## src/rtl/vram_rdarb_pkg.sv

```systemverilog
// Shared types for the VRAM read-port arbiter: FSM state, owner index, SC width.
package vram_rdarb_pkg;

    typedef enum logic [2:0] {
        S_IDLE = 3'b001,
        S_ADDR = 3'b010,
        S_DATA = 3'b100
    } state_t;

    typedef enum logic {
        OWN_M0 = 1'b0,
        OWN_M1 = 1'b1
    } own_t;

    localparam int unsigned SC_W = 4;

endpackage

```

## src/rtl/vram_rdarb_pick.sv

```systemverilog
// Grant decision for the VRAM read arbiter; with VRAM_RDARB_STARVE_EN defined it
// also owns the M1 starvation counter and honours URGENT.
module vram_rdarb_pick
    import vram_rdarb_pkg::*;
#(
    parameter int unsigned STARVE_MAX = 4
) (
    input  logic ACLK,
    input  logic ARST,
    input  logic idle,
    input  logic m0_arvalid,
    input  logic m1_arvalid,
    input  logic urgent,
    output logic gnt_vld,
    output own_t gnt_idx
);

    logic contested;

    assign contested = m0_arvalid & m1_arvalid;
    assign gnt_vld   = idle & (m0_arvalid | m1_arvalid);

`ifdef VRAM_RDARB_STARVE_EN
    localparam logic [SC_W-1:0] SC_LIMIT = SC_W'(STARVE_MAX);
    localparam logic [SC_W-1:0] SC_SAT   = '1;

    logic [SC_W-1:0] sc;
    logic            tripped;

    assign tripped = (sc >= SC_LIMIT);

    always_comb begin
        gnt_idx = OWN_M0;
        if (contested)
            gnt_idx = (tripped && !urgent) ? OWN_M1 : OWN_M0;
        else if (m1_arvalid)
            gnt_idx = OWN_M1;
    end

    // Counts only M0 wins that left M1 waiting; any other grant restarts the count.
    always_ff @(posedge ACLK) begin
        if (ARST) begin
            sc <= '0;
        end else if (gnt_vld) begin
            if (gnt_idx == OWN_M1 || !m1_arvalid)
                sc <= '0;
            else if (sc != SC_SAT)
                sc <= sc + SC_W'(1);
        end
    end
`else
    logic unused_cfg;

    assign gnt_idx    = (m1_arvalid && !m0_arvalid) ? OWN_M1 : OWN_M0;
    assign unused_cfg = ^{ACLK, ARST, urgent, contested, (STARVE_MAX != 0)};
`endif

endmodule

```

## src/rtl/vram_rdarb.sv

```systemverilog
// Two-requester arbiter for the VRAM AXI read port (M0 display, M1 draw engine).
// Define VRAM_RDARB_STARVE_EN to build the M1 starvation guard and URGENT handling.
module vram_rdarb
    import vram_rdarb_pkg::*;
#(
    parameter int unsigned DATA_W     = 64,
    parameter int unsigned STARVE_MAX = 4
) (
    input  logic              ACLK,
    input  logic              ARST,
    input  logic              URGENT,

    input  logic [31:0]       M0_ARADDR,
    input  logic              M0_ARVALID,
    output logic              M0_ARREADY,
    output logic [DATA_W-1:0] M0_RDATA,
    output logic              M0_RLAST,
    output logic              M0_RVALID,
    input  logic              M0_RREADY,

    input  logic [31:0]       M1_ARADDR,
    input  logic              M1_ARVALID,
    output logic              M1_ARREADY,
    output logic [DATA_W-1:0] M1_RDATA,
    output logic              M1_RLAST,
    output logic              M1_RVALID,
    input  logic              M1_RREADY,

    output logic [31:0]       S_ARADDR,
    output logic              S_ARVALID,
    input  logic              S_ARREADY,
    input  logic [DATA_W-1:0] S_RDATA,
    input  logic              S_RLAST,
    input  logic              S_RVALID,
    output logic              S_RREADY
);

    state_t      state;
    own_t        own;
    logic [31:0] araddr_q;
    logic        idle;
    logic        in_data;
    logic        gnt_vld;
    own_t        gnt_idx;

    // No grant while reset is held so ARREADY stays low during reset.
    assign idle    = (state == S_IDLE) && !ARST;
    assign in_data = (state == S_DATA);

    vram_rdarb_pick #(
        .STARVE_MAX(STARVE_MAX)
    ) u_pick (
        .ACLK       (ACLK),
        .ARST       (ARST),
        .idle       (idle),
        .m0_arvalid (M0_ARVALID),
        .m1_arvalid (M1_ARVALID),
        .urgent     (URGENT),
        .gnt_vld    (gnt_vld),
        .gnt_idx    (gnt_idx)
    );

    always_ff @(posedge ACLK) begin
        if (ARST) begin
            state    <= S_IDLE;
            own      <= OWN_M0;
            araddr_q <= '0;
        end else begin
            case (state)
                S_IDLE: begin
                    if (gnt_vld) begin
                        araddr_q <= (gnt_idx == OWN_M1) ? M1_ARADDR : M0_ARADDR;
                        own      <= gnt_idx;
                        state    <= S_ADDR;
                    end
                end
                S_ADDR: begin
                    if (S_ARREADY)
                        state <= S_DATA;
                end
                S_DATA: begin
                    if (S_RVALID && S_RREADY && S_RLAST)
                        state <= S_IDLE;
                end
                default: state <= S_IDLE;
            endcase
        end
    end

    assign M0_ARREADY = gnt_vld && (gnt_idx == OWN_M0);
    assign M1_ARREADY = gnt_vld && (gnt_idx == OWN_M1);

    assign S_ARADDR  = araddr_q;
    assign S_ARVALID = (state == S_ADDR);

    assign M0_RDATA  = S_RDATA;
    assign M1_RDATA  = S_RDATA;
    assign M0_RVALID = in_data && (own == OWN_M0) && S_RVALID;
    assign M1_RVALID = in_data && (own == OWN_M1) && S_RVALID;
    assign M0_RLAST  = in_data && (own == OWN_M0) && S_RLAST;
    assign M1_RLAST  = in_data && (own == OWN_M1) && S_RLAST;
    assign S_RREADY  = in_data && ((own == OWN_M1) ? M1_RREADY : M0_RREADY);

endmodule

```

## config.mk

```make
export PLATFORM = sky130hd
export DESIGN_NAME = vram_rdarb
export DESIGN_NICKNAME = d
export VERILOG_FILES = /design/src/rtl/vram_rdarb_pkg.sv /design/src/rtl/vram_rdarb_pick.sv /design/src/rtl/vram_rdarb.sv
export SDC_FILE = /design/constraint.sdc
export NUM_CORES = 1
export LEC_CHECK = 0
export ABC_AREA = 1
export CORE_AREA = 2 2 119 121
export CTS_CLUSTER_SIZE = 12
export DETAILED_ROUTE_END_ITERATION = 8
export DIE_AREA = 0 0 121 123
export PLACE_DENSITY = 0.71
export SYNTH_ARGS = -nofsm -noshare
export SYNTH_HDL_FRONTEND = slang
export SYNTH_SLANG_ARGS = --single-unit
```

## constraint.sdc

```tcl
create_clock -name ACLK -period 3 [get_ports ACLK]
set_input_delay 0.6 -clock ACLK [delete_from_list [all_inputs] [get_ports ACLK]]
set_output_delay 0.6 -clock ACLK [all_outputs]
set_load 0.05 [all_outputs]
```

==> summary.txt, run 1 <==
flow finished, numbers: met3 WL approximately 730 um, critical path endpoint category primary output, Hold Vio Cnt, Final 0, Min-Delay Endpoint S_ARADDR[28], Psw roughly 0.00065 W, crit-path max FO 18, Pre-Place Util 21.3%, CP Data Required Time between 2 and 2.5 ns, crit share post-route between 80 and 90%, largest net degree at the start of global routing 34, Hold Slack between 0.4 and 0.5 ns, RSZ-0062 raised after global routing no, Fin Clk Skew 0.00453 ns, Yosys Instances 418, Syn. warnings 0, Yosys cell types 19, power share of the sequential group about 32%, clk ins delay skew pair a little under 0.3 ns, Synth logic family buffers and inverters, post-synth net total approximately 560, Slew HR between 60% and 70%, Hold Crit Depth 2, Sw Share between 30 and 40%, gr usage total 10.3%, M1 WL 2910 um, inverters 15, WS Path Type in2out, Logic power comb 0.000666 W, H-Tree Depth 2, top cells, area buf_4, dfxtp_1, nand2_1, Ports 306, final instance area around 3300 um2, initial antenna violation count 0, worst setup margin approximately 0.44 ns, setup total negative slack 0 ns, combinational share of cell area a little under a third, Post-Synth Adder-Cell Area 0%, slowest stage cell on the critical path clkdlybuf4s50_1, power density cells 524 nW/um2, status complete, no violations, area of the core 13600 um2, busiest metal layer after global routing met2, Post-synth top flop dfxtp_1, Mux area share 0%, Non-clk bufs around 120, CTS Root Cell clkbuf_16, HPWL after detailed placement about 5400 um, min cycle time layout between 2 and 3 ns, Reg clk slew, reported paths ~0.060 ns, CP endpoint M0_ARREADY, Buf/Inv on CP 3, Top delay family on crit path buffers and inverters, CP peak stage delay 0.58 ns, dominant class by area non-clock buffers, max_cap viols 0, actual slew at the worst max-slew pin between 0.5 and 0.6 ns, Stages on worst setup path 6, TritonCTS clock tree done, worst slack at placement about 0.40 ns, yosys simple share about 26%, Post-CTS Setup Inserts 0, GRT met1 Usage 10.9%, vias in the first global route about 2200, Log Warnings 27, non-clk buf share 35.1%, maximum vdd drop between 150 and 200 uV, mi-comb count 223, CTS sink cnt 36, total CTS buffers 5, Post-synth EDFFs 0, most frequent logic cell in the layout nand2_1, Seq. cell area approximately 720 um2, startpoint class of the critical path input pin, Antenna Diode Count 0, Pint between 0.001 and 0.0015 W, Comb pwr share a little under two fifths, r2r worst-path depth 6, final total power 0.00174 W, Cell Count, Final, Fillers Out between 500 and 600, xor/xnor share 0%, Hold Startpoint S_ARADDR[28], Detailed Route Iter0 Violations 33, CLK BUF 6, WL met2 approximately 3300 um
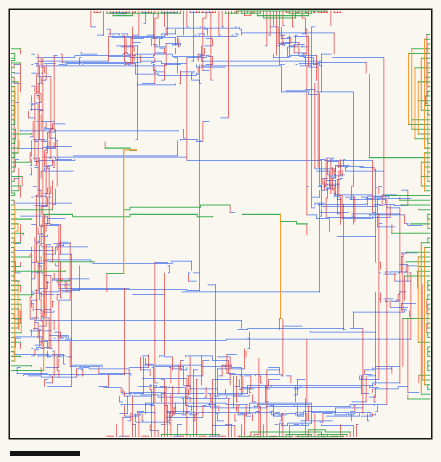
Figure 1: run 1, metal layers overlaid.
Scale bar: 20 um.
M2 -> red  # wire length 3250 um
M4 -> orange  # wire length 542 um
M1 -> blue  # wire length 2910 um
M3 -> green  # wire length 726 um
via count: 2209
Avg WL per Cell: 12.8 um
final WL: 7430 um

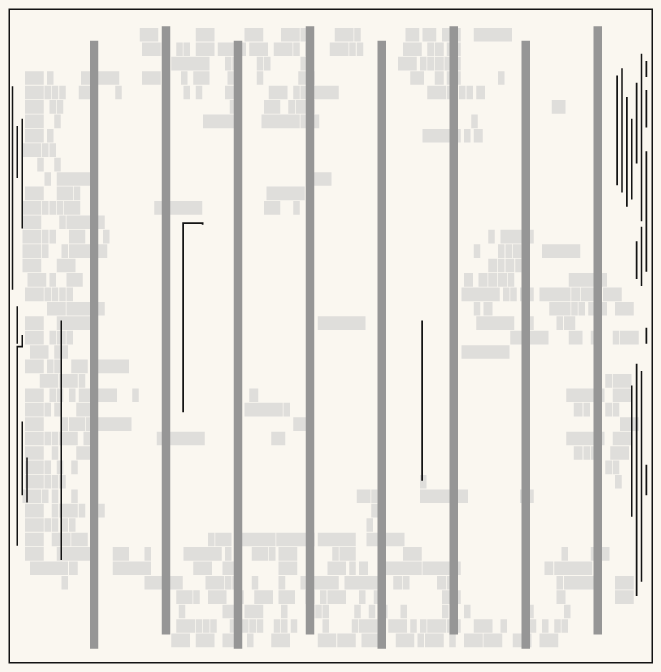
Figure 2: run 1, metal 4.
Supply wires on this layer in grey.
nets with wire on the layer = 24
main direction = vertical

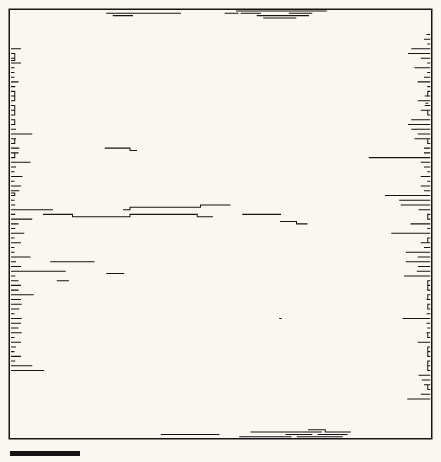
Figure 3: run 1, met3 routing.
Scale bar: 20 um.
nets with wire on the layer = 103
main direction = horizontal
share of all routed wire = 9.8%
M3 GR Usage: 4.24%

--- run 2 (diff from run 1) ---
ABC_AREA = 0   (was 1)
CORE_AREA = 2 2 118 120   (was 2 2 119 121)
DIE_AREA = 0 0 120 122   (was 0 0 121 123)
PLACE_DENSITY = 0.7   (was 0.71)
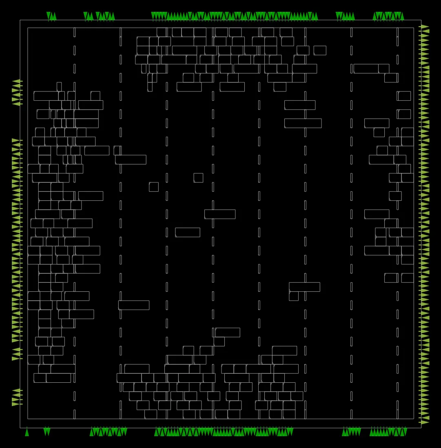
Figure 4: run 2, placement view.
Site Rows: 43
seq_cells: 36

==> run 2 against run 1 <==
Effect of this change: critical path depth is 1 lower; sequential share of layout area is 1.5 points higher; combinational power is about 20% lower; highest routed layer unchanged; register-to-register slack better by 0.05 ns; worst hold slack better by 0.0034 ns; die size is 1.6% lower; synthesized area is 10% lower.
==> summary.txt, run 2 <==
flow finished, numbers: CP endpoint M1_ARREADY, setup total negative slack 0 ns (unchanged), Seq. cell area 721 um2 (unchanged), Non-clk bufs 116 (-1.7%), actual slew at the worst max-slew pin 0.539 ns (+0.00384 ns), Buf/Inv on CP 2 (-1), mi-comb count 99 (-56%), # nets final 396, Pre-Place Util 19.3% (-2.0 points), CP peak stage delay 0.59 ns (about the same), Post-synth EDFFs 0 (unchanged), Residual DRC 0, non-clk buf share 37.2% (+2.1 points), hold-fix buffer count after cts 0, worst slack at placement 0.382 ns (-0.0182 ns), area of the core 13500 um2 (-0.79%), Antenna Diode Count 0 (unchanged), Sw Share 32.6% (-4.5 points), Hold Slack 0.462 ns (+0.00341 ns), xor/xnor share 0% (unchanged), dominant class by area non-clock buffers, Reg clk slew, reported paths 0.06 ns (about the same), Hold Startpoint S_ARADDR[30], critical path endpoint category primary output, top cells by count, synth buf_4, dfxtp_1, mux2i_1, o2bb2ai_1, nor2_1, Pwr top the clock network, Largest register FFs 32, Avg Synthesized Cell Area 9.55 um2, Pint 0.00116 W (+5.4%), clk buf depth 2, post-synth net total 411 (-26%), CTS sink cnt 36 (unchanged), HPWL after detailed placement 4860 um (-9.4%), Leak roughly 1.1 nW, crit share post-route 87.4% (+2.0 points), Hold Crit Depth 1 (-1), yosys simple share 6.00% (-20 points), number of vias per cell just under 4, gr usage total 8.45% (-1.9 points), Max-area cell share 37.2%, Detailed Route Iter0 Violations 13 (-61%), crit-path max FO 5 (-13), Fin Clk Skew 0.00415 ns (-0.000376 ns), CTS Root Cell clkbuf_16, r2r worst-path depth 4 (-2), placed insts 431, total CTS buffers 5 (unchanged), final WL 6420 um (-14%), filler cell count approximately 1400, dominant cell type by area after synthesis buf_4, max_cap viols 0 (unchanged), startpoint class of the critical path input pin, Min-Delay Endpoint S_ARADDR[30], Log Warnings 27 (unchanged), routability cong. ~0.73, RSZ-0062 raised after global routing no, M3 GR Usage 3.56% (-0.69 points), Slew HR 63.9% (-0.26 points), vias in the first global route 1777 (-21%), P_seq about 0.00057 W, M1 WL 2290 um (-21%), met3 WL 650 um (-10%), worst r2r src state[2], Post-Synth Adder-Cell Area 0% (unchanged), area reported by Yosys stat between 2000 and 3000 um2, WL met2 3070 um (-5.6%), busiest metal layer after global routing met2, Syn. warnings 0 (unchanged), Clk pwr share a little over a third, Post-CTS Resized 0, Psw 0.000559 W (-14%), Stages on worst setup path 5 (-1), CLK BUF 5 (-1), remaining global-route overflow 0, TritonCTS clock tree done, Post-CTS Setup Inserts 0 (unchanged), Final ANT Viol Nets 0, H-Tree Depth 2 (unchanged), slowest stage cell on the critical path clkdlybuf4s50_1, Post-synth top flop dfxtp_1, Hold Vio Cnt, Final 0 (unchanged), final instance area 3110 um2 (-6.4%), CP Data Required Time 2.40 ns (about the same), DRT Pass-1 Iters 4, clk ins delay skew pair 0.29 ns (about the same), initial antenna violation count 0 (unchanged), Synth logic family buffers and inverters, final total power 0.00171 W (-1.7%), power share of the sequential group 33.1% (+0.7 points), Cell Count, Final, Fillers Out 439 (-24%), maximum vdd drop 223 uV (+19%), met2 global-route usage ~14%, Synth Seq Share roughly 28%, Yosys cell types 25 (+6), combinational share of cell area 27.0% (-3.6 points), Top delay family on crit path buffers and inverters, DIE WIDTH 120 um, Avg WL per Cell 14.6 um (+14%), reg-to-reg setup timing slack ~1.6 ns, post-synth design cell area 2610 um2, top cells, area buf_4, dfxtp_1, mux2i_1, WS Path Type in2out, status complete, no violations, Post-Place Cell Area just under 3000 um2, Mux area share 12.7% (+13 points), fmax approximately 380 MHz, Comb pwr share 30.9% (-7.3 points), via count 1697 (-23%), min cycle time layout 2.62 ns (+0.0603 ns), most frequent logic cell in the layout clkdlybuf4s50_1, Synth flops 36, GRT met1 Usage 8.19% (-2.7 points), inverters 0 (-15), Logic power comb 0.000530 W (-20%), largest net degree at the start of global routing 33 (-2.9%), ClkCell Share around 5.4%, Ports 306 (unchanged), Yosys Instances 273 (-35%), worst setup margin 0.378 ns (-0.0603 ns), power density cells 551 nW/um2 (+5.1%), top routing layer in use met4
Power and IR drop assume default switching activity.
